Design mult_scheduler, sky130hd; sources not shown.
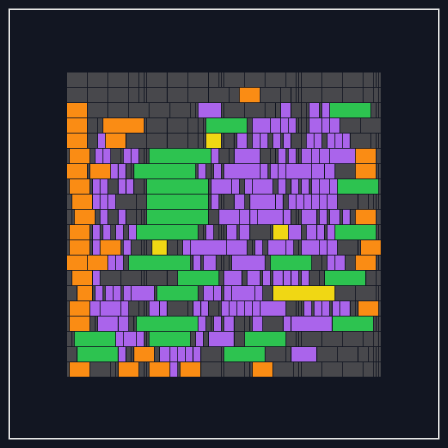
Run 1: cells coloured by class
Fill, decap, tap and diode cells in grey.
- green: flip-flops (cells 22)
- yellow: clock drivers and dummy loads (cells 4)
- purple: all other logic (cells 169)
- orange: other buffers and delay cells (cells 33)
sequential share of cell area: 27.99%
final standard cell utilization of the core: 60.90%

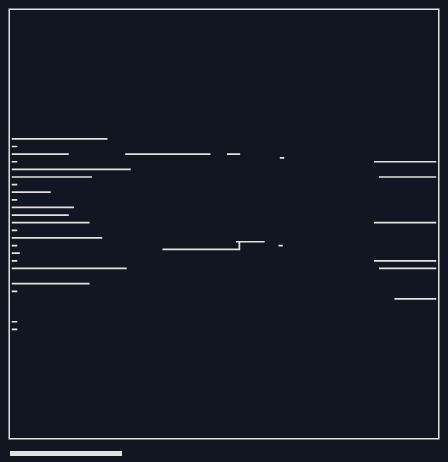
Run 1: signal wires on met3
Scale bar: 20 um.
- main direction: horizontal
- wire length on this layer: 256 um
- nets with wire on the layer: 30
vias post-DR: 1240
M3 GR Usage: 5.542%
WL final: 2865 um

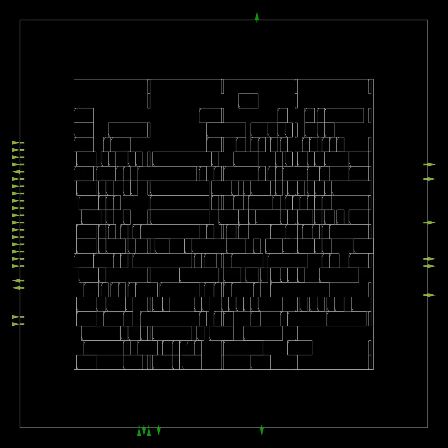
Run 1: placed standard cells
filler cell count: 290
area of the placeable core: 3053 sq um

==> results.sh, run 1 <==
# physical design summary
export IMPL_run_status="complete, no violations"
export IMPL_crit_path_max_fanout=10
export IMPL_cts_setup_buffers=0
export IMPL_grt_start_max_net_pins=14
export IMPL_ys_sh_xor_pct=1.837
export IMPL_critical_path_slowest_cell="sky130_fd_sc_hd__dfxtp_1"
export IMPL_drtAntennaViolNets=0
export IMPL_post_dr_wirelength_cell_um=10.53
export IMPL_routed_wl_met3_um=256
export IMPL_dieArea_sq_um=5833
export IMPL_finalWorstPathRequiredPeriod_ns=2.208
export IMPL_top_level_ports=34
export IMPL_yosysTopAreaCellShare_pct=19.60
export IMPL_finalNetCount=259
export IMPL_detailedPlace_worstSlack_ns=0.5119
export IMPL_layout_drive_gt1_share_pct=10.53
export IMPL_timing_max_transition_violations_final=0
export IMPL_die_span_x_um=76.38
export IMPL_fin_setup_tns_ns=0
export IMPL_ys_async_sr_fraction_pct=0
export IMPL_remaining_drc_errors=0
export IMPL_place_detailed_hpwl_um=2369
export IMPL_routed_top_layer="met4"
export IMPL_largest_register_ffs=8
export IMPL_drt_iter0_markers=46
export IMPL_drtPass1Iterations=3
export IMPL_max_freq_mhz=452.9
export IMPL_stdcell_count=272
export IMPL_met2RoutedLength_um=1294
export IMPL_ff2ff_path_depth=8
export IMPL_post_synth_aoi_oai_area_pct=7.787
export IMPL_grt_pass1_vias=1206
export IMPL_post_place_cells=268
export IMPL_clock_tree_root_cell="sky130_fd_sc_hd__clkbuf_4"
export IMPL_vdd_drop_max_uv=265.8
## run 1: worst min-delay path: stages, from the launching register on
cell	delay (ns)
sky130_fd_sc_hd__dfxtp_1	0.33
sky130_fd_sc_hd__nand3_1	0.08
sky130_fd_sc_hd__nand2_1	0.05
## run 1: routing by layer
metal	vias to the layer above	track usage, %
met1	523	9.686
li1	678	-
met3	6	5.542
met4	0	3.903
met2	33	17.26
met5	-	0
## run 1: cells in the final DEF (no fill, tap or decap)
master                            instances
sky130_fd_sc_hd__bufinv_16                1
sky130_fd_sc_hd__xnor2_1                  3
sky130_fd_sc_hd__nor2_1                  14
sky130_fd_sc_hd__a21oi_4                  1
sky130_fd_sc_hd__clkbuf_4                 3
sky130_fd_sc_hd__fa_1                     1
sky130_fd_sc_hd__o21ai_0                  2
sky130_fd_sc_hd__and2_0                   1
sky130_fd_sc_hd__nand4_1                  1
sky130_fd_sc_hd__buf_4                    1
sky130_fd_sc_hd__ha_1                     8
sky130_fd_sc_hd__inv_6                    1
sky130_fd_sc_hd__edfxtp_1                 8
sky130_fd_sc_hd__a21oi_1                 13
sky130_fd_sc_hd__clkdlybuf4s50_1         31
sky130_fd_sc_hd__inv_2                    5
sky130_fd_sc_hd__nand3_2                  2
sky130_fd_sc_hd__nor2_4                   1
sky130_fd_sc_hd__clkinv_1                 1
sky130_fd_sc_hd__dfxtp_1                 14
sky130_fd_sc_hd__nand2_1                 68
sky130_fd_sc_hd__nand3_1                  8
sky130_fd_sc_hd__mux2i_1                  4
sky130_fd_sc_hd__nand2_4                  2
sky130_fd_sc_hd__buf_12                   1
sky130_fd_sc_hd__nand3b_1                 1
sky130_fd_sc_hd__or2_2                    1
sky130_fd_sc_hd__nor2_2                   1
sky130_fd_sc_hd__nand2_2                  2
sky130_fd_sc_hd__nand3_4                  2
sky130_fd_sc_hd__inv_1                   22
sky130_fd_sc_hd__o21ai_1                  4
## run 1: cells by family (layout without fill, tap and decap cells)
logic type | Yosys count | after routing
fa+ha+maj | 9 | 9
flops | 22 | 22
xor+xnor | 3 | 3
compound gates | 20 | 20
mux | 4 | 4
simple gates | 104 | 104
buf+inv | 31 | 66
## run 1: where the power goes
| part | internal [mW] | leakage, nW | switching (mW) | total (mW) |
|---|---|---|---|---|
| clock | 0.150 | 0.0279 | 0.105 | 0.255 |
| combinational | 0.0966 | 0.650 | 0.138 | 0.235 |
| sequential | 0.367 | 0.190 | 0.0164 | 0.384 |
| total | 0.614 | 0.867 | 0.259 | 0.873 |
## run 1: final cells by class
class	count	area, sq um
clock buffer	3	22.52
timing repair buffer	33	337.8
tap	44	55.05
inverter	29	113.9
clock inverter	1	30.03
fill	290	1194
sequential	22	520.5
multi-input combinational	140	779.5
==> run 2, diff against run 1 <==
==> constraint.sdc (replaced) <==
create_clock -name clk -period 2.1 [get_ports clk]
set_clock_uncertainty 0.1 [all_clocks]
set_input_delay 0.315 -clock clk [delete_from_list [all_inputs] [get_ports clk]]
set_output_delay 0.315 -clock clk [all_outputs]
set_load 0.05 [all_outputs]
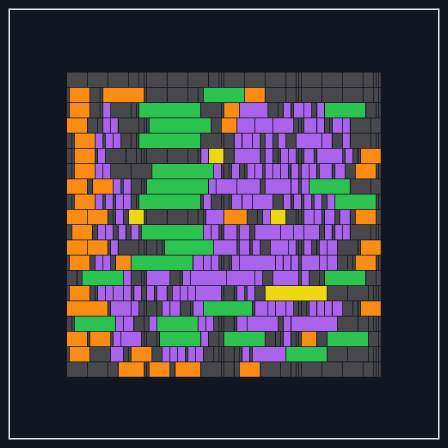
Run 2: cells coloured by class
Fill, decap, tap and diode cells in grey.
- purple: all other logic (cells 169)
- orange: other buffers and delay cells (cells 38)
- yellow: clock drivers and dummy loads (cells 4)
- green: flip-flops (cells 22)
sequential share of cell area: 27.12%
finished layout cell area: 1947 sq um
final standard cell utilization of the core: 63.77%
row count: 20

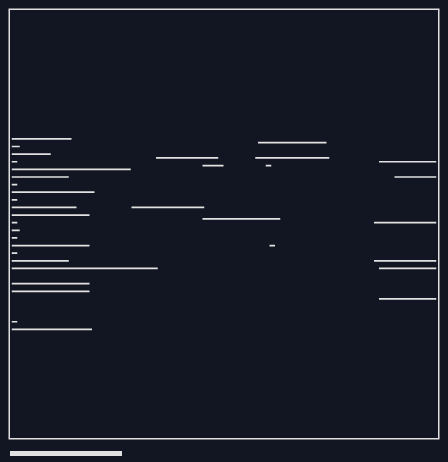
Run 2: signal wires on met3
Scale bar: 20 um.
M3 GR Usage: 5.896%
WL final: 3179 um
vias post-DR: 1306

==> results.sh, run 2 <==
# physical design summary
export IMPL_grt_pass1_vias=1302
export IMPL_ff2ff_path_depth=12
export IMPL_synth_chip_area_sq_um=1430
export IMPL_endpoint_kind="primary output"
export IMPL_place_detailed_hpwl_um=2596
export IMPL_drt_iter0_markers=55
export IMPL_ff2ff_setup_slack_ns=0.14
export IMPL_final_cell_mix="68 x sky130_fd_sc_hd__nand2_1, 29 x sky130_fd_sc_hd__clkdlybuf4s50_1, 20 x sky130_fd_sc_hd__inv_1"
export IMPL_timing_max_transition_violations_final=0
export IMPL_yosysTopAreaCellShare_pct=19.60
export IMPL_maxSlewHeadroom_pct=66.11
export IMPL_number_of_diodes=0
export IMPL_top_level_ports=34
export IMPL_stdcell_count=277
export IMPL_max_freq_mhz=503.3
export IMPL_dieArea_sq_um=5833
export IMPL_remaining_drc_errors=0
export IMPL_grt_start_max_net_pins=14
export IMPL_run_status="complete, no violations"
export IMPL_clock_tree_root_cell="sky130_fd_sc_hd__clkbuf_4"
export IMPL_filler_cell_count=297
export IMPL_critical_path_slowest_cell="sky130_fd_sc_hd__clkdlybuf4s50_1"
export IMPL_fp_coreArea_sq_um=3053
export IMPL_layout_top_cell_excl_fill_tap="sky130_fd_sc_hd__nand2_1"
export IMPL_layout_drive_gt1_share_pct=16.74
export IMPL_drtAntennaViolNets=0
export IMPL_mappedNetlistNets=223
export IMPL_cts_tree="done"
export IMPL_post_dr_wirelength_cell_um=11.48
export IMPL_crit_path_max_fanout=3
export IMPL_largest_register_ffs=8
export IMPL_ys_async_sr_fraction_pct=0
export IMPL_fin_setup_tns_ns=0
export IMPL_final_setup_worst_slack_ns=0.1131
export IMPL_detailedPlace_worstSlack_ns=0.02823
export IMPL_finalWorstPathRequiredPeriod_ns=1.987
export IMPL_post_place_cells=270
export IMPL_finalNetCount=264
export IMPL_drtPass1Iterations=4
export IMPL_vdd_drop_max_uv=399.4
export IMPL_final_hold_viol_count=0
export IMPL_timing_critical_path_max_delay_family="buffers and inverters"
==> run 2: cell counts after synthesis <==
No cell type changed its count.
==> run 2: area by class of cell <==
| class | count | area (sq um) | area share, % |
|---|---|---|---|
| flip-flops and latches | 22 | 528.0 | 27.12 |
| multi-input cells | 140 | 800.8 | 41.13 |
| clock inverters | 1 | 30.03 | 1.542 |
| well taps | 44 | 55.05 | 2.828 |
| inverters | 29 | 113.9 | 5.848 |
| clock buffers | 3 | 22.52 | 1.157 |
| repair buffers | 38 | 396.6 | 20.37 |
==> run 2: worst register-to-register path: cells and delay by family (launching register included) <==
kind	cells	cell delay (ns)
adder cells (fa/ha/maj)	2	0.58
flip-flops	1	0.38
buffers and inverters	4	0.32
AND/OR/NAND/NOR	4	0.32
XOR/XNOR	1	0.12
AND-OR/OR-AND	1	0.06
==> run 2: per-layer routing <==
layer  vias up  GRT usage [%]  wire length, um
li1        693              -                -
met1       569          10.72             1245
met2        37          19.22             1580
met3         7          5.896              309
met4         0          2.788               43
met5         -              0                0
==> run 2: logic make-up after synthesis <==
kind of cell / after synthesis / synth area share (%)
AOI/OAI and AO/OA: 20 / 7.787
DFF: 22 / 36.40
and+or+nand+nor: 104 / 33.68
adders and majority gates: 9 / 8.399
xor gates and xnor gates: 3 / 1.838
buffers and inverters: 31 / 9.099
muxes: 4 / 2.800
==> run 2: repair_timing <==
action	CTS	global route
endpoints found under the setup margin	0	8
hold endpoints to repair	0	0
setup buffers	0	3
gates resized	0	15
==> run 2: where the power goes <==
group	leakage, nW	switching (mW)	internal [mW]
clock network	0.0279	0.137	0.193
logic	0.712	0.189	0.139
registers	0.191	0.0209	0.473
total	0.931	0.347	0.805
Power figures rest on the tool's default switching activity, not on a simulated workload.
